File: src/rtl/team11_add_arbiter.sv
// Round-robin two-requester arbiter feeding one registered WIDTH-bit adder.
// Latency: result valid one cycle after the operand transfer edge; one op per 3 cycles max.
// Backpressure: result held while res_ready=0; both req ready stay low until the result drains.
// Optional build macro TEAM11_ADD_SAT_EN saturates res_data to all ones on carry-out.
module team11_add_arbiter #(
    parameter int WIDTH = 8
) (
    input  logic             clk,
    input  logic             rst_n,
    input  logic             req0_valid,
    input  logic [WIDTH-1:0] req0_a,
    input  logic [WIDTH-1:0] req0_b,
    output logic             req0_ready,
    input  logic             req1_valid,
    input  logic [WIDTH-1:0] req1_a,
    input  logic [WIDTH-1:0] req1_b,
    output logic             req1_ready,
    output logic             res_valid,
    output logic [WIDTH-1:0] res_data,
    output logic             res_carry,
    output logic             res_id,
    input  logic             res_ready,
    output logic             busy
);

    typedef enum logic [1:0] {
        IDLE = 2'd0,
        ADD  = 2'd1,
        HOLD = 2'd2
    } state_t;

    state_t           state_q;
    state_t           state_d;
    logic             prio_q;
    logic             id_q;
    logic [WIDTH-1:0] a_q;
    logic [WIDTH-1:0] b_q;
    logic             win0;
    logic             win1;
    logic             xfer;
    logic [WIDTH:0]   sum;

    // prio_q=1 means requester 1 wins a tie
    always_comb begin
        win0 = req0_valid && (!req1_valid || !prio_q);
        win1 = req1_valid && (!req0_valid || prio_q);
        sum  = {1'b0, a_q} + {1'b0, b_q};
    end

    always_comb begin
        state_d    = state_q;
        req0_ready = 1'b0;
        req1_ready = 1'b0;
        xfer       = 1'b0;
        case (state_q)
            IDLE: begin
                req0_ready = win0;
                req1_ready = win1;
                xfer       = win0 || win1;
                if (xfer) begin
                    state_d = ADD;
                end
            end
            ADD: begin
                state_d = HOLD;
            end
            HOLD: begin
                if (res_ready) begin
                    state_d = IDLE;
                end
            end
            default: begin
                state_d = IDLE;
            end
        endcase
    end

    always_ff @(posedge clk or negedge rst_n) begin
        if (!rst_n) begin
            state_q <= IDLE;
        end else begin
            state_q <= state_d;
        end
    end

    always_ff @(posedge clk or negedge rst_n) begin
        if (!rst_n) begin
            prio_q    <= 1'b0;
            id_q      <= 1'b0;
            a_q       <= '0;
            b_q       <= '0;
            res_valid <= 1'b0;
            res_data  <= '0;
            res_carry <= 1'b0;
            res_id    <= 1'b0;
        end else begin
            if (xfer) begin
                a_q    <= win1 ? req1_a : req0_a;
                b_q    <= win1 ? req1_b : req0_b;
                id_q   <= win1;
                prio_q <= !win1;
            end
            if (state_q == ADD) begin
`ifdef TEAM11_ADD_SAT_EN
                res_data <= sum[WIDTH] ? {WIDTH{1'b1}} : sum[WIDTH-1:0];
`else
                res_data <= sum[WIDTH-1:0];
`endif
                res_carry <= sum[WIDTH];
                res_id    <= id_q;
                res_valid <= 1'b1;
            end else if (state_q == HOLD && res_ready) begin
                res_valid <= 1'b0;
            end
        end
    end

    assign busy = (state_q != IDLE);

endmodule

File: config.mk
export PLATFORM = sky130hd
export DESIGN_NAME = team11_add_arbiter
export DESIGN_NICKNAME = d
export VERILOG_FILES = /design/src/rtl/team11_add_arbiter.sv
export SDC_FILE = /design/constraint.sdc
export NUM_CORES = 1
export LEC_CHECK = 0
export CAP_MARGIN = 20
export CORE_MARGIN = 2
export CORE_UTILIZATION = 39
export CTS_CLUSTER_DIAMETER = 150
export DETAILED_ROUTE_END_ITERATION = 7
export PLACE_DENSITY_LB_ADDON = 0.05
export SKIP_LAST_GASP = 1
export SYNTH_ARGS = -nofsm -noshare
export SYNTH_HDL_FRONTEND = slang
export SYNTH_SLANG_ARGS = --single-unit
File: constraint.sdc
create_clock -name clk -period 2.08 [get_ports clk]
set_input_delay 0.52 -clock clk [delete_from_list [all_inputs] [get_ports clk]]
set_output_delay 0.52 -clock clk [all_outputs]
set_load 0.03 [all_outputs]
==> out/metrics.csv <==
stage,metric,value,unit
flow_run,number of maximum-capacitance violations,0,
pwr,seq pwr,1.12,mW
final_timing,skew final,0.008488,ns
hold_path,min-delay src,res_data[6],
final_layout,Layout Nets,261,
setup_path,R2R Path Start,a_q[0],
setup_path,WS Path Type,reg2out,
drt,drt drc,0,
drt,Via-to-Cell Ratio,5.068,
final_layout,layout cells sized above 1,13.89,%
logic_synthesis,sequential fraction of the synthesis area,46.48,%
clock_tree,CTS Hold Bufs,0,
global_route,met3 GRT Util,4.506,%
logic_synthesis,Top area cell types,"dfrtp_1 (46%), ha_1 (6.0%), mux2i_1 (5.4%)",
placed_design,I/O Buffers,50,
pwr,Internal,2.299,mW
global_route,GR peak layer,met2,
global_route,GRT Total Usage,16.31,%
clock_tree,CTS root buf,clkbuf_8,
drt,Routed WL,3.663,mm
drt,drt wl/cell,13.77,microns
final_layout,area taken by flip-flops and latches,775.7,sq um
final_layout,Commonest Layout Cell,clkdlybuf4s50_1,
pwr,PnR Total Power,3.869,mW
logic_synthesis,Top logic family,AND-OR/OR-AND gates,
setup_path,worst path cell trace,nor2_1 -> inv_1 -> dlygate4sd2_1,
global_route,initial antenna violation count,0,
placed_design,dpl cells,258,
pwr,clk pwr,611,uW
pwr,clock share of power,15.8,%
drt,"antenna viol nets, final",0,
setup_path,reg2reg end,res_data[6],
clock_tree,Clock transition at path regs,0.06,ns
final_timing,"Slew Viols, Final",0,
final_layout,# clk buffers,6,
hold_path,Cells on Worst Hold Path,2,
outcome,status,"complete, no violations",
logic_synthesis,and+or+nand+nor area frac,13.04,%
logic_synthesis,Post-synth EDFFs,0,
final_timing,Hold WS,0.4788,ns
gates.png
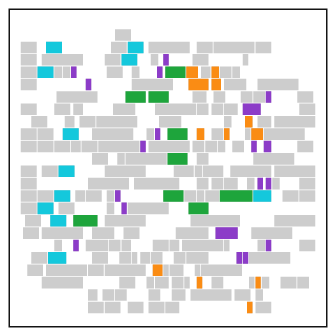
color	family	cells
cyan	mux cells	11
green	fa/ha/maj cells	9
orange	nor cells	12
purple	nand cells	19

clock_nets.png
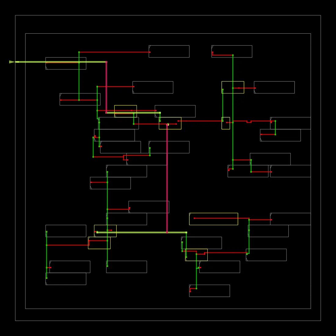
flop count: 31
Worst-Skew Late Latency: 0.28 ns

m2.png
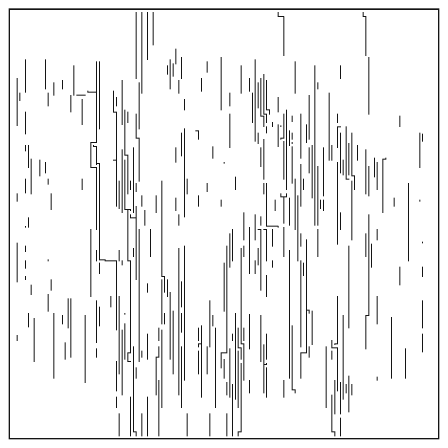
wire length on this layer	1640 microns
nets with wire on the layer	208
longest straight run	25.8 microns

Power and IR drop assume default switching activity.
